===== config.mk =====
export PLATFORM = sky130hd
export DESIGN_NAME = pe_pair_scheduler
export DESIGN_NICKNAME = d
export VERILOG_FILES = /design/src/rtl/pe_pair_scheduler_pkg.sv /design/src/rtl/pe_tag_pipe.sv /design/src/rtl/pe_pair_scheduler.sv
export SDC_FILE = /design/constraint.sdc
export NUM_CORES = 1
export LEC_CHECK = 0
export ABC_CLOCK_PERIOD_IN_PS = 2100
export CAP_MARGIN = 15
export CORE_MARGIN = 1.5
export CORE_UTILIZATION = 40
export CTS_BUF_LIST = sky130_fd_sc_hd__clkbuf_16
export CTS_CLUSTER_DIAMETER = 200
export DETAILED_ROUTE_END_ITERATION = 6
export PLACE_DENSITY = 0.61
export SLEW_MARGIN = 20
export SYNTH_ARGS = -nofsm -noshare
export SYNTH_HDL_FRONTEND = slang
export SYNTH_SLANG_ARGS = --single-unit

===== constraint.sdc =====
create_clock -name clk -period 2.1 [get_ports clk]
set_input_delay 0.63 -clock clk [delete_from_list [all_inputs] [get_ports clk]]
set_output_delay 0.63 -clock clk [all_outputs]
set_load 0.03 [all_outputs]

===== src/rtl/pe_pair_scheduler_pkg.sv =====
// ============================================================================
// pe_pair_scheduler_pkg : shared types for the PE-pair issue controller
// Rev 1.0
// ============================================================================
`default_nettype none

package pe_pair_scheduler_pkg;

    typedef enum logic [1:0] {
        COMPLEX_2_REAL = 2'd0,
        COMPLEX_ROTATE = 2'd1,
        REAL_NULLIFIED = 2'd2,
        RELATED_ROTATE = 2'd3
    } pe_scheme_e;

    localparam int PE_LAT_DEFAULT = 8;

    localparam int RP_W      = 1;
    localparam int CP_W      = 1;
    localparam int SWAP_W    = 1;
    localparam int JOB_TAG_W = RP_W + CP_W + SWAP_W;

    typedef struct packed {
        logic [RP_W-1:0]   rp;
        logic [CP_W-1:0]   cp;
        logic [SWAP_W-1:0] swap;
    } job_tag_t;

    typedef enum logic [0:0] {
        ST_IDLE = 1'b0,
        ST_RUN  = 1'b1
    } sched_state_e;

endpackage

`default_nettype wire


===== src/rtl/pe_tag_pipe.sv =====
// ============================================================================
// pe_tag_pipe : DEPTH-deep valid+tag delay line matching the PE pipeline
// Rev 1.0
// ============================================================================
`default_nettype none

module pe_tag_pipe #(
    parameter int DEPTH = 8,
    parameter int TAG_W = 3
) (
    input  logic             clk,
    input  logic             rst,
    input  logic             in_valid_i,
    input  logic [TAG_W-1:0] in_tag_i,
    output logic             out_valid_o,
    output logic [TAG_W-1:0] out_tag_o
);

    logic [DEPTH-1:0] valid_q;
    logic [DEPTH-1:0] valid_d;
    logic [TAG_W-1:0] tag_q [DEPTH];
    logic [TAG_W-1:0] tag_d [DEPTH];

    always_comb begin
        valid_d[0] = in_valid_i;
        tag_d[0]   = in_tag_i;
        for (int i = 1; i < DEPTH; i++) begin
            valid_d[i] = valid_q[i-1];
            tag_d[i]   = tag_q[i-1];
        end
    end

    always_ff @(posedge clk or posedge rst) begin
        if (rst) begin
            valid_q <= '0;
            for (int i = 0; i < DEPTH; i++) begin
                tag_q[i] <= '0;
            end
        end else begin
            valid_q <= valid_d;
            for (int i = 0; i < DEPTH; i++) begin
                tag_q[i] <= tag_d[i];
            end
        end
    end

    assign out_valid_o = valid_q[DEPTH-1];
    assign out_tag_o   = tag_q[DEPTH-1];

endmodule

`default_nettype wire


===== src/rtl/pe_pair_scheduler.sv =====
// ============================================================================
// pe_pair_scheduler : scoreboard-driven issue / write-back control for PE0/PE1
// Rev 1.0
// ============================================================================
`default_nettype none

module pe_pair_scheduler
    import pe_pair_scheduler_pkg::*;
#(
    parameter int PE_LAT = PE_LAT_DEFAULT,
    parameter int CNT_W  = 8
) (
    input  logic             clk,
    input  logic             rst,
    input  logic             req_valid_i,
    output logic             req_ready_o,
    input  logic             req_rp_i,
    input  logic             req_cp_i,
    input  logic [1:0]       req_sch0_i,
    input  logic [1:0]       req_sch1_i,
    input  logic             req_swap_i,
    output logic [1:0]       pe0_valid_o,
    output logic [1:0]       pe1_valid_o,
    output logic [1:0]       pe0_scheme_o,
    output logic [1:0]       pe1_scheme_o,
    output logic             iss_rp_o,
    output logic             iss_cp_o,
    output logic             iss_swap_o,
    output logic             wb_valid_o,
    output logic             wb_rp_o,
    output logic             wb_cp_o,
    output logic             wb_swap_o,
    output logic             busy_o,
    output logic [CNT_W-1:0] done_cnt_o
);

    logic [3:0]             busy_q, busy_d;
    sched_state_e           state_q, state_d;
    logic                   iss_valid_q, iss_valid_d;
    pe_scheme_e             sch0_q, sch0_d;
    pe_scheme_e             sch1_q, sch1_d;
    job_tag_t               iss_tag_q, iss_tag_d;
    logic [CNT_W-1:0]       done_cnt_q, done_cnt_d;

    logic                   wb_valid;
    logic [JOB_TAG_W-1:0]   wb_tag_bits;
    job_tag_t               wb_tag;
    logic [1:0]             req_idx;
    logic [1:0]             wb_idx;
    logic                   wb_hit;
    logic                   accept;

    assign wb_tag = job_tag_t'(wb_tag_bits);

    always_comb begin
        req_idx = {req_rp_i, req_cp_i};
        wb_idx  = {wb_tag.rp, wb_tag.cp};
        // A block retiring this cycle may be re-accepted in the same cycle.
        wb_hit      = wb_valid && (wb_idx == req_idx);
        req_ready_o = !rst && (!busy_q[req_idx] || wb_hit);
        accept      = req_valid_i && req_ready_o;

        busy_d = busy_q;
        if (wb_valid) begin
            busy_d[wb_idx] = 1'b0;
        end
        if (accept) begin
            busy_d[req_idx] = 1'b1;
        end

        iss_valid_d = accept;
        sch0_d      = sch0_q;
        sch1_d      = sch1_q;
        iss_tag_d   = iss_tag_q;
        if (accept) begin
            sch0_d         = pe_scheme_e'(req_sch0_i);
            sch1_d         = pe_scheme_e'(req_sch1_i);
            iss_tag_d.rp   = req_rp_i;
            iss_tag_d.cp   = req_cp_i;
            iss_tag_d.swap = req_swap_i;
        end

        done_cnt_d = done_cnt_q + CNT_W'(wb_valid);

        state_d = state_q;
        case (state_q)
            ST_IDLE: if (busy_d != 4'b0000) state_d = ST_RUN;
            ST_RUN:  if (busy_d == 4'b0000) state_d = ST_IDLE;
            default: state_d = ST_IDLE;
        endcase
    end

    always_ff @(posedge clk or posedge rst) begin
        if (rst) begin
            busy_q      <= 4'b0000;
            state_q     <= ST_IDLE;
            iss_valid_q <= 1'b0;
            sch0_q      <= COMPLEX_2_REAL;
            sch1_q      <= COMPLEX_2_REAL;
            iss_tag_q   <= '0;
            done_cnt_q  <= '0;
        end else begin
            busy_q      <= busy_d;
            state_q     <= state_d;
            iss_valid_q <= iss_valid_d;
            sch0_q      <= sch0_d;
            sch1_q      <= sch1_d;
            iss_tag_q   <= iss_tag_d;
            done_cnt_q  <= done_cnt_d;
        end
    end

    pe_tag_pipe #(
        .DEPTH (PE_LAT),
        .TAG_W (JOB_TAG_W)
    ) u_wb_pipe (
        .clk         (clk),
        .rst         (rst),
        .in_valid_i  (iss_valid_q),
        .in_tag_i    (iss_tag_q),
        .out_valid_o (wb_valid),
        .out_tag_o   (wb_tag_bits)
    );

    assign pe0_valid_o  = {2{iss_valid_q}};
    assign pe1_valid_o  = {2{iss_valid_q}};
    assign pe0_scheme_o = sch0_q;
    assign pe1_scheme_o = sch1_q;
    assign iss_rp_o     = iss_tag_q.rp;
    assign iss_cp_o     = iss_tag_q.cp;
    assign iss_swap_o   = iss_tag_q.swap;

    // Tags are qualified so write-back fields read 0 between strobes.
    assign wb_valid_o   = wb_valid;
    assign wb_rp_o      = wb_valid & wb_tag.rp;
    assign wb_cp_o      = wb_valid & wb_tag.cp;
    assign wb_swap_o    = wb_valid & wb_tag.swap;

    assign busy_o       = (state_q == ST_RUN) || iss_valid_q;
    assign done_cnt_o   = done_cnt_q;

endmodule

`default_nettype wire


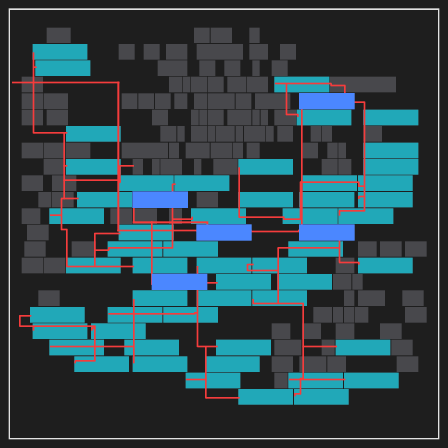
*Clock distribution*
Key: clock wires = red [length 491 µm]; flip-flops = cyan [count 53]; clock drivers = blue [count 5]
There are 6 routed clock nets.
share of power burned in the clock network: 25.2%
final worst clock skew: 0.00509 ns
Clk power: 0.895 mW
insertion delay to the later sink of the worst-skew pair: 0.28 ns

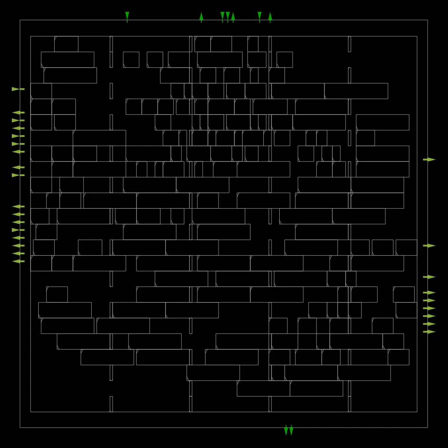
*Placed standard cells*
core box area: 4380 µm²
Tap Count: 52
layout filler cell count: 352

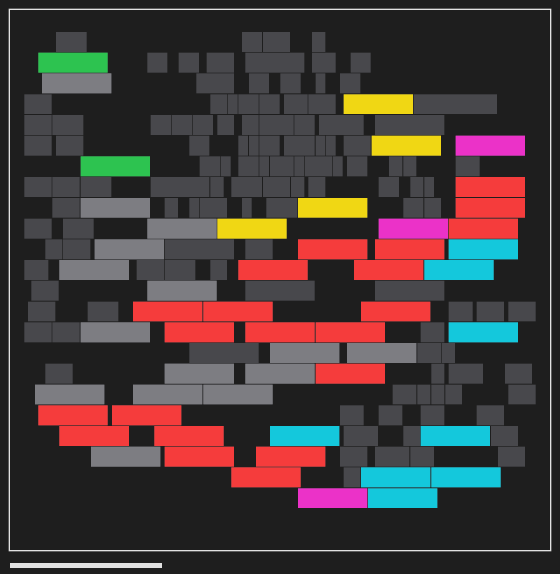
*Where the registers sit*
The bar under the picture is 20 µm long.
Key: done_cnt_o = cyan [flops 8]; u_wb_pipe.tag_d = red [flops 21]; pe0_scheme_o = green [flops 2]; u_wb_pipe.out_tag_o = magenta [flops 3]; busy_q = yellow [flops 4]
Another 15 sequential cells are not coloured.
sequential portion of the cell area: 52.8%
final core utilization: 57.3%
Seq. cell area: 1330 µm²
Seq. pwr: 1.65 mW

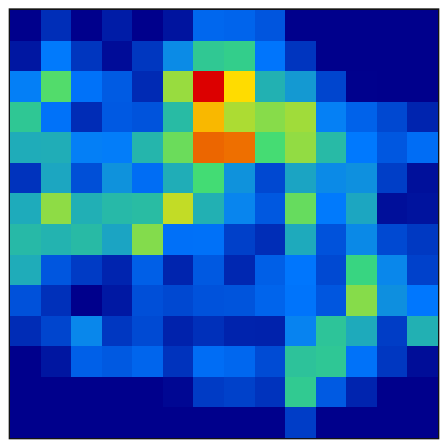
*Wiring heat map*
14 x 14 tiles, from dark blue (low) to red (high), scaled to the fullest tile. Values are wire area over tile area, all layers added.
9.7% of the tiles are over half the peak. 19% of the tiles are nearly empty. The emptiest ninth of the die: bottom left.
wire length per cell after detailed routing: 13.6 µm
post-detailed-routing wire length: 3080 µm
global routing usage summed across all routing layers: 13.7%
vias after detailed routing: 1109

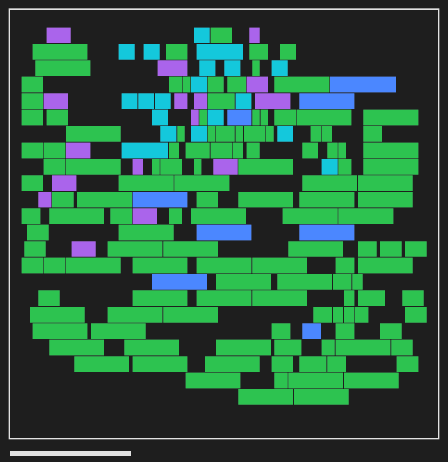
*Cells by drive strength*
The bar under the picture is 20 µm long.
Key: _3 and _4 cells = cyan [cells 19, share 11%]; _0 and _1 cells = green [cells 131, share 75%]; _2 cells = purple [cells 16, share 9.2%]; _6 and larger = blue [cells 8, share 4.6%]
synthesis-to-layout area growth: 36.4%
number of ordinary and repair buffers in the finished layout: 49
post-layout instance area: 2510 µm²
least setup slack across all paths after layout: -0.0327 ns

==> flow_summary.json <==
{
  "outcome": "finished with violations",
  "failing_checks": "negative setup slack",
  "critical_path_buf_inv_count": 2,
  "power_report.internal_total_mw": 2.46,
  "timing.critical_path.to_type": "output port",
  "simple_gate_share_pct": 7.68,
  "placementRows": 24,
  "crit_cells": 5,
  "max_slew.worst_pin.slew_ns": 0.578,
  "num-nets-final": 185,
  "dp.final_hpwl_um": 2060,
  "finalHoldViolations": 0,
  "detail_route.first_pass.iterations": 4,
  "hold-worst-slack_ns": 0.348,
  "power.share.switching_pct": 30.8,
  "grt-ovfl-total": 0,
  "cts_max_path_buffers": 2,
  "postCtsResizedCells": 9,
  "die_x_um": 70.8,
  "worst_path_largest_cell_delay_ns": 0.31,
  "hp-start": "u_wb_pipe.tag_d[15]",
  "cp_data_required_time_ns": 1.47,
  "postSynthCellCount": 123,
  "synth_stat.cells": 123,
  "worst_setup_startpoint": "req_rp_i",
  "worst_ep_arrival_time_ns": 1.50,
  "max_cap_viol_count": 0,
  "final_common_cell": "dfrtp_1",
  "htreeDepth": 2,
  "ys_sh_xor_pct": 3.81,
  "setup_ws_ns": -0.0327,
  "met3_usage_pct": 3.99,
  "mean_syn_cell_area_um2": 15.0,
  "warning_count": 29,
  "synth-seq-cells": 53,
  "pwr_density_cell_nw_per_um2": 1420,
  "sequentialPowerShare_pct": 46.5,
  "timing.critical_path.slowest_stage_cell": "mux2i_1",
  "pin_count": 35,
  "placement.cell_area_um2": 2310,
  "mux_area_share_pct": 5.91,
  "critical_path_class": "primary input to output port",
  "critical_path.cell_chain": "clkbuf_4, mux2i_1, nand2_2, a31oi_4, buf_6",
  "fp.dieArea_um2": 5020,
  "gr-usage-met1_pct": 19.2,
  "setup_violations": 1,
  "numCtsBuffers": 5,
  "vdd_ir_drop_max_mv": 0.691,
  "hold_end": "u_wb_pipe.tag_d[12]",
  "report.power.total_mw": 3.55,
  "compound_area_share_pct": 5.64
}
[cell type report]
class                      count  area [µm²]
fill                         352        1870
sequential                    53        1330
multi-input combinational     59         482
timing repair buffer          49         447
clock buffer                   5         125
tap                           52        65.1
clock inverter                 3        43.8
inverter                       5        22.5
[sequential cells by signal (all words and copies together) (netlist names)]
| register | count |
|---|---|
| busy_q | 4 |
| done_cnt_o | 8 |
| iss_cp_o | 1 |
| iss_rp_o | 1 |
| iss_swap_o | 1 |
| iss_valid_q | 1 |
| pe0_scheme_o | 2 |
| pe1_scheme_o | 2 |
| state_q | 1 |
| u_wb_pipe.out_tag_o | 3 |
| u_wb_pipe.tag_d | 21 |
| u_wb_pipe.valid_q | 8 |
[power by group through the flow]
stage	sequential, mW	combinational [mW]	clock (mW)
final	1.65	1.01	0.895
after global routing	1.71	1.07	0.966
after CTS	1.65	0.970	0.922
after detailed placement	1.66	0.965	0
after global placement	1.65	0.957	0
after floorplan	1.82	0.387	0
[cell usage after synthesis (all sizes together)]
cell type / n / area, µm²
dfrtp: 53 / 1330
nand2: 10 / 37.5
mux2: 7 / 78.8
nand3: 6 / 35.0
xnor2: 6 / 52.6
buf: 5 / 41.3
inv: 5 / 18.8
mux2i: 3 / 30.0
a21oi: 2 / 10.0
a32o: 2 / 20.0
and2: 2 / 12.5
and3: 2 / 12.5
ha: 2 / 25.0
o21ai: 2 / 10.0
or3: 2 / 12.5
xor2: 2 / 17.5
a2111o: 1 / 11.3
a2111oi: 1 / 8.76
a21o: 1 / 7.51
a31oi: 1 / 6.26
clkbuf: 1 / 5.00
nand3b: 1 / 7.51
nand4: 1 / 6.26
nor2: 1 / 3.75
nor3b: 1 / 7.51
o211ai: 1 / 21.3
o32ai: 1 / 8.76
or2: 1 / 6.26
Power and IR drop assume default switching activity.
